Design apb_master_bridge, sky130hd; sources not shown.
Run 1, signal wires on met3:
Scale: 3 px per um.
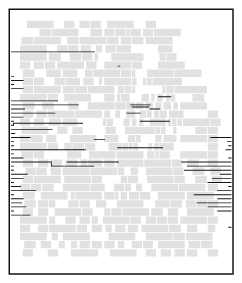
longest straight run: 27.6 um
wire length on this layer: 436 um
main direction: horizontal
met3 layer usage reported by global route: 7.577%
number of vias in the routed layout: 1866
DRT Wirelength: 5728 um

Run 1, clock network drawn from the DEF:
Scale: 4 px per um.
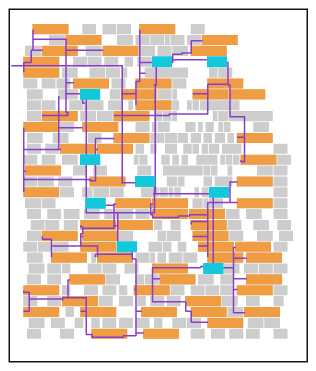
legend:
  clock wires:
    color: purple
    length: 749 um
  flip-flops:
    color: orange
    count: 64
  clock-net drivers:
    color: cyan
    count: 9
flops lie: all over the die
clock group power: 0.476 mW
setup skew after layout: 0.01028 ns
Clock Power Share: 23.9%

Run 1, routing congestion:
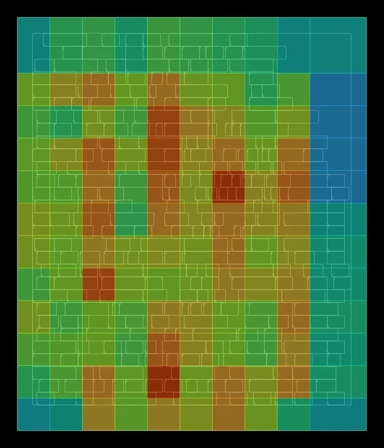
WL/cell: 15.65 um
final design utilization: 73.68%
Total Routing Usage GR: 19.16%
met1 Usage GRT: 20.72%
busiest layer in global routing: met2

Run 1, sequential cells grouped by signal name:
Scale: 3 px per um.
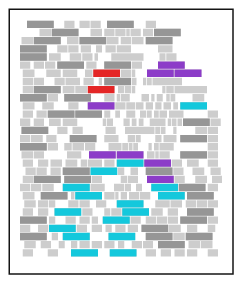
legend:
  `rsp_rdata`:
    color: cyan
    flops: 16
    where: bottom middle
  `state_q`:
    color: red
    flops: 2
  `cnt_q`:
    color: purple
    flops: 8
not colored: 38
power consumed by sequential cells: 0.735 mW
sequential share of cell area: 40.75%
Register Area: 1602 um^2

==> notes.md, run 1 <==
The run finished with clean final reports. STA on the placed design reports a worst setup slack of 2.318 ns. The post-layout worst setup margin was 2.636 ns; the largest net degree at the start of global routing was 65. The repair_antennas step left the layout with diodes totalling 0. The tightest slew margin relative to the limit is 47.90%, and the half-perimeter wire length after placement is 4232 um.

In the layout the commonest cells are clkdlybuf4s50_1 (105), dfrtp_1 (64), mux2_2 (33), and2_1 (16), clkbuf_8 (12). In this run, the synthesized area fraction spent on and/or/nand/nor cells is recorded as 12.02%. The average instance in the mapped netlist occupies 14.07 um^2. The worst hold path belongs to the class reg2reg. The required time at the endpoint of the critical path came out at 5.51 ns. With the number of antenna violations at the first check in global routing at 0, the area of the synthesized netlist per yosys stat is 2561 um^2.

The logs give 0 for the number of pins exceeding their max-slew limit in the final report and 0.3694 mV for the maximum ir drop on the vdd rail. Looking at the setup timing report, the critical path kind is in2reg. The AND-OR/OR-AND share of the synthesized area is 6.204%. The yosys cell count is 182, and the setup fix buffers added after clock tree synthesis is 0.

The die boundary height was 87.74 um. The tools report the final weighted congestion in routability-driven placement as 0.9018. The post-CTS resize count was 0; the data arrival time of the critical path was 2.87 ns. Looking at the power breakdown, combinational cells take 39.1% of the total.

The gate count after technology mapping was 182. Warnings raised by the tools during the run amount to 26. According to the floorplan log, the row count is 29. The H-tree was split into 3 levels. In the CTS report, the clock slew at the register clock pins of the worst setup and hold paths is listed as 0.06 ns.

For the number of DRC violations after detailed routing, the log shows 0. Per the timing report, the biggest fanout along the worst path comes to 10. The placement report lists the number of port buffers as 106.

The first TritonRoute pass finished after 4 iterations. The transition time recorded at the tightest slew-check pin is 0.7815 ns. The CTS buffer count came out at 9. The power per standard cell area is 505.9 nW/um^2. The number of I/O pins is 107. In this run, distinct cell masters in the synthesized netlist total 32. After floorplanning, the core was sized to cover 5334 um^2.

The number of setup violations in the final report is 0, and the shortest clock period the worst path allows after layout is 2.664 ns. With the number of vias per cell at 5.098, the switching component of the power is 0.5637 mW. The logs give 62.53% for the portion of the post-synthesis area used by sequential elements and 2 for the largest buffer count on any clock path. Setup repair after global routing left no endpoint under its margin. Yosys attributes the largest share of cell area to dfrtp_1 (63%), mux2_2 (15%), and2_1 (3.9%). For the internal reg-to-reg setup slack, the log shows 3.40 ns. Per the CTS log, the root buffer master is clkbuf_8. Of the total synthesized cell area, the portion taken by XOR and XNOR cells is 0.3420%.

The starting density of the core came out at 48.02%. Sort of element at the end of the critical path: a flop. The worst register-to-register path has a depth of 3. The tools report the final net count as 353. The skew report gives the latency at the later pin of the worst-skew pair as 0.33 ns. For the fraction of power consumed by sequential logic, the log shows 37.0%. The tools report the tightest hold margin as 0.5057 ns. The run gives 0 as the remaining number of nets flagged by the antenna check after routing. With the violation count after the first detailed-route iteration at 125, the cts-stage hold buffer count is 0.

For met2 alone, demand over resource in global routing was 33.06%. The tool flagged a number of max-cap violations equal to 0. Net count after synthesis: 236. Sorting the Yosys area breakdown by cell type puts at the top dfrtp_1. The script extracted a total leakage power of 1.651 nW.

Before any placement, the netlist area is recorded as 2561 um^2. The die covers 6503 um^2. The synthesized netlist devotes 0.4885% of its cell area to adder and majority cells. Clock tree synthesis found a total of 64 sinks.

The top cell type in the final layout, fill and taps aside, is clkdlybuf4s50_1. Summed over all layers, the global routing overflow is 0. With the number of hold-slack violations in the final timing report at 0, the internal power contribution is 1.424 mW.

With the via count of the first global-routing pass at 1981, the area growth from synthesis to layout is 53.44%. Among the non-sequential cells, multiplexers take the most area. TritonCTS built the clock tree. The net switching fraction of the power is 28.35%, and the tally of yosys warning messages is 0. The synthesized flop and latch total was 64; the highest clock rate was 375.4 MHz.

Measured along the x axis, the die boundary spans 74.12 um. The portion of synthesized cell area occupied by the leading cell type was 62.53%. Cells with a size suffix above 1 make up 20.07% of the layout. The first global-routing pass estimated 9183 um of wire. The run gives 1 for the number of stages on the worst hold path. The final period utilization is 50.26%. After synthesis, the share of cell area in mux cells is 16.07%.

In the final timing run, aggregate negative setup slack is 0 ns. The worst setup path is launched from an input pin.
[run 1: critical path: stages]
cell and delay (ns):
clkdlybuf4s50_1 0.48, nand2_1 0.07, nor3_2 0.59, buf_4 0.32, mux2_2 0.35
[run 1: metrics by stage]
| stage | utilization [%] | std cells | total power [mW] | area, um^2 |
|---|---|---|---|---|
| after CTS | 73.68 | 366 | 2.015 | 3930 |
| final | 73.68 | 366 | 1.988 | 3930 |
| after detailed placement | 69.32 | 350 | 1.528 | 3697 |
| after floorplan | - | 182 | 1.106 | 2561 |
| after global routing | 73.68 | 366 | 2.100 | 3930 |
| after global placement | 69.36 | 350 | 1.506 | 3700 |
[run 1: synth_stat cells]
library cell,instances
a21o_4,1
ha_1,1
a211oi_1,3
nand4b_1,1
or2_2,1
a2111oi_4,2
o211ai_1,1
dfrtp_1,64
o21ai_0,5
nand3_1,5
nor2b_1,1
a21oi_1,2
buf_4,3
nor3b_2,1
nand4_1,4
nand2_1,6
inv_1,3
or4_1,1
and2_1,16
buf_6,1
xor2_1,1
and3_2,1
mux2i_1,4
clkbuf_1,4
nor3_2,1
nor3_1,4
o21a_1,2
and4b_4,1
nor2_1,3
o21ai_2,1
nand2b_1,5
mux2_2,33
[run 1: cells by family (layout without fill, tap and decap cells)]
family / Yosys count / in the layout
AND-OR/OR-AND: 17 / 17
flip-flops: 64 / 64
adder cells (fa/ha/maj): 1 / 1
AND/OR/NAND/NOR: 51 / 51
multiplexers: 37 / 37
XOR/XNOR: 1 / 1
buffers and inverters: 11 / 133
[run 1: power groups by stage]
stage | clock network (mW) | registers [mW] | logic (mW)
2_1_floorplan | 0 | 0.814 | 0.292
3_3_place_gp | 0 | 0.735 | 0.772
3_5_place_dp | 0 | 0.745 | 0.783
4_1_cts | 0.488 | 0.739 | 0.789
5_1_grt | 0.509 | 0.755 | 0.836
6_report | 0.476 | 0.735 | 0.777
[run 1: layout make-up]
type,count,area [um^2]
flip-flops and latches,64,1602
fillers,392,1404
repair buffers,106,1059
multi-input cells,107,899.6
clock buffers,14,172.7
well taps,62,77.57
clock inverters,2,60.06
plain buffers,8,48.80
inverters,3,11.26
[run 1: metal layers]
layer  routed length, um  share of wire, %
met2                3076                54
met1                2159                38
met3                 435               7.6
met5                   0                 0
met4                  56              0.98
==> run 2: changes to the inputs <==
--- a/config.mk
+++ b/config.mk
@@ -8,10 +8,10 @@
 export CAP_MARGIN = 20
 export CORE_ASPECT_RATIO = 1.2
 export CORE_MARGIN = 3
-export CORE_UTILIZATION = 46
+export CORE_UTILIZATION = 42
 export DETAILED_ROUTE_END_ITERATION = 6
 export GPL_TIMING_DRIVEN = 0
-export PLACE_DENSITY = 0.84
+export PLACE_DENSITY = 0.78
 export SYNTH_ARGS = -nofsm -noshare
 export SYNTH_HDL_FRONTEND = slang
 export SYNTH_SLANG_ARGS = --single-unit
==> constraint.sdc (replaced) <==
create_clock -name clk -period 2.5 [get_ports clk]
set_input_delay 0.5 -clock clk [delete_from_list [all_inputs] [get_ports clk]]
set_output_delay 0.5 -clock clk [all_outputs]
set_load 0.01 [all_outputs]
Run 2, clock network drawn from the DEF:
Scale: 4 px per um.
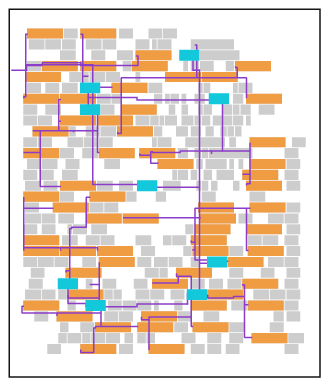
legend:
  clock wires:
    color: purple
    length: 772 um
  flip-flops:
    color: orange
    count: 64
  clock-net drivers:
    color: cyan
    count: 9
flops lie: all over the die
routed clock nets: 10
setup skew after layout: 0.004938 ns
Clk Latency, worst-skew pair: 0.33 ns

==> notes.md, run 2 <==
The logs give 0 (unchanged) for the number of pins exceeding their max-slew limit in the final report and 64 (unchanged) for the sink count of the clock tree. Aggregate global routing overflow: 0 (unchanged). The run gives 236 (unchanged) for the net count after synthesis. Setup repair after global routing left no endpoint under its margin. The portion of synthesized cell area occupied by the leading cell type came out at 62.53% (unchanged).

The count of input and output buffers was 106 (unchanged). With the via count of the first global-routing pass at 1935 (-2.3%), the total standard cell area after synthesis is 2561 um^2 (unchanged). STA classifies the critical path startpoint as an input pin. For the finished layout, the period the worst path requires is 1.958 ns.

The die span in x came out at 77.29 um (+4.3%). The remaining number of nets flagged by the antenna check after routing was 0 (unchanged). The post-layout worst setup margin came out at 0.5417 ns (-2.095 ns). With the gate count after technology mapping at 182 (unchanged), the setup fix buffers added after clock tree synthesis is 0 (unchanged). The count of max-cap constraint violations is 0 (unchanged), and the die boundary height is 91.55 um (+4.3%). The final weighted congestion in routability-driven placement is 0.8059 (-11%). With the largest buffer count on any clock path at 2 (unchanged), the number of I/O pins is 107 (unchanged). The run gives 0.6700 mV (+81%) as the maximum ir drop on the vdd rail.

The library cells used most frequently in the layout, excluding fill and tap cells, are clkdlybuf4s50_1 (105), dfrtp_1 (64), mux2_2 (33), and2_1 (16), clkbuf_8 (9). The number of vias per cell works out to 4.762 (-6.6%). After synthesis, the cell types taking the most area are dfrtp_1 (63%), mux2_2 (15%), and2_1 (3.9%). By instance count after routing, the leading logic cell type is clkdlybuf4s50_1. The run gives 0.50 ns (-0.09 ns) for the delay of the slowest cell on the worst path.

The most common cell in the synthesized netlist is dfrtp_1. With the tool warning count at 26 (unchanged), the starting density of the core is 44.31% (-3.7 points). Per the STA report, the cell with the highest stage delay on the worst path is nor3_2. Internal reg-to-reg setup slack: 0.61 ns (-2.79 ns).

The tools report the half-perimeter wire length after placement as 4068 um (-3.9%). The cell family contributing the most delay on the critical path was buffers and inverters. The total via count in the routed design came out at 1824 (-2.3%). The run gives 0 (unchanged) for the tally of yosys warning messages. The count of antenna diodes in the layout is 0 (unchanged), and the critical path depth is 5 (unchanged). The run gives 2.72 ns (-2.79 ns) as the required time at the endpoint of the critical path. Final-layout fill cell count: 447 (+14%). The class of the tightest hold or removal check was in2async. The tree is rooted in a clkbuf_8.

The slew at the pin closest to its max-slew limit was 0.7561 ns (-0.02536 ns). The area of the synthesized netlist per yosys stat is 2561 um^2 (unchanged), and the tightest slew margin relative to the limit is 49.59% (+1.7 points). The leading register cell type out of synthesis is dfrtp_1. The flow ran to the end, and the final reports show no timing, DRC or antenna violations. The worst setup path is of the in2reg kind.

Share of final-layout standard cells stronger than drive strength 1: 19.80% (-0.26 points). The number of setup violations in the final report is 0 (unchanged). With the synthesized flop and latch total at 64 (unchanged), the largest net degree at the start of global routing is 65 (unchanged).

Violation count after the first detailed-route iteration: 116 (-7.2%). The tools report the number of library cell types mapped by synthesis as 32 (unchanged). Compared with the post-synthesis result, the final layout area differs by 53.10%. With the row count at 30 (+3.4%), the yosys cell count is 182 (unchanged). For the final-layout setup total negative slack, the log shows 0 ns (unchanged). The number of antenna violations at the first check in global routing was 0 (unchanged). STA classifies the critical path endpoint as a flop.

The tools report the number of levels the H-tree was split into as 3 (unchanged). In the finished design, the share of the clock period the worst path needs comes to 78.33%. The tools report the post-CTS resize count as 0 (unchanged). The routed length per instance works out to 14.44 um (-7.7%).

The buffering stage count on the worst path with inverters included is 2 (unchanged). With the number of detailed-route iterations in the first pass at 4 (unchanged), the average instance area after synthesis is 14.07 um^2 (unchanged). Data arrival time of the critical path: 2.18 ns (-0.69 ns).

TritonCTS built the clock tree. The number of enable-type register cells in the synthesized netlist works out to 0 (unchanged). The portion of the post-synthesis area used by sequential elements was 62.53% (unchanged). Number of DRC violations after detailed routing: 0 (unchanged). Highest clock rate: 510.7 MHz. Maximum fanout along the worst path: 10 (unchanged). The logs give 17.24% (-1.9 points) for the global-route usage over all layers and 7075 um^2 (+8.8%) for the chip area. For the overall power, the log shows 4.117 mW (+110%). Cell type contributing the most total cell area after synthesis: dfrtp_1. The run gives 5 (+2) for the worst reg-to-reg path cell count. Listed in order, past its start point the critical path passes clkdlybuf4s50_1 -> nand2_1 -> nor3_2 -> buf_4 -> mux2_2. The run gives 353 (unchanged) for the final net count. With the async set-or-reset flop fraction in the synthesized netlist at 100.0% (unchanged), the total length of routed wires is 5532 um (-3.4%). With the worst slack at placement at 0.1702 ns (-2.148 ns), the cell leakage power is 1.637 nW (-0.83%). The CTS buffer count came out at 9 (unchanged). For the area of the core region, the log shows 5781 um^2 (+8.4%). The logs give 0 (unchanged) for the number of hold-slack violations in the final timing report and 0.2381 ns (-0.2676 ns) for the tightest hold margin.

The clock-pin slew of the registers on the worst-case setup and hold paths was 0.07 ns (about the same). The power per standard cell area is 1050 nW/um^2 (+110%). The tools report the global-route wire length before repair as 9397 um (+2.3%). The final design utilization came out at 67.84% (-5.8 points).

The cts-stage hold buffer count came out at 0 (unchanged). The commonest cells after synthesis are dfrtp_1 (64), mux2_2 (33), and2_1 (16).
-- run 2: cell types whose count changed in the layout (fill, tap and decap cells not counted) --
| cell | delta |
|---|---|
| clkbuf_8 | -3 |
| clkinv_2 | +2 |
-- run 2: final cells by class --
cell class | instances | area, um^2 | share of cell area [%]
inverter | 3 | 11.26 | 0.2872
clock inverter | 4 | 70.07 | 1.787
sequential | 64 | 1602 | 40.84
clock buffer | 11 | 131.4 | 3.350
buffer | 8 | 48.80 | 1.244
tap | 80 | 100.1 | 2.553
multi-input combinational | 107 | 899.6 | 22.94
timing repair buffer | 106 | 1059 | 26.99
-- run 2: through the flow --
| stage | instances | cell area (um^2) |
|---|---|---|
| floorplan | 182 | 2561 |
| global route | 383 | 3921 |
| finish | 383 | 3921 |
| detailed placement | 368 | 3720 |
| CTS | 383 | 3921 |
| global placement | 368 | 3722 |
-- run 2: cells by family after synthesis --
logic type | Yosys count | share of synthesized area, %
buffers and inverters | 11 | 2.345
AND/OR/NAND/NOR | 51 | 12.02
AND-OR/OR-AND | 17 | 6.204
adder cells (fa/ha/maj) | 1 | 0.4884
multiplexers | 37 | 16.07
flip-flops | 64 | 62.53
XOR/XNOR | 1 | 0.3420
-- run 2: power breakdown --
group / internal [mW] / switching [mW]
clock: 0.553 / 0.366
combinational: 0.994 / 0.647
sequential: 1.38 / 0.175
-- run 2: routing by layer --
layer	up-vias	part of all wire (%)	GRT usage (%)
li1	870	-	-
met1	872	39	19.55
met2	75	50	27.74
met3	7	9.5	8.234
met4	0	1.6	7.122
met5	-	0	0
Power and IR drop assume default switching activity.
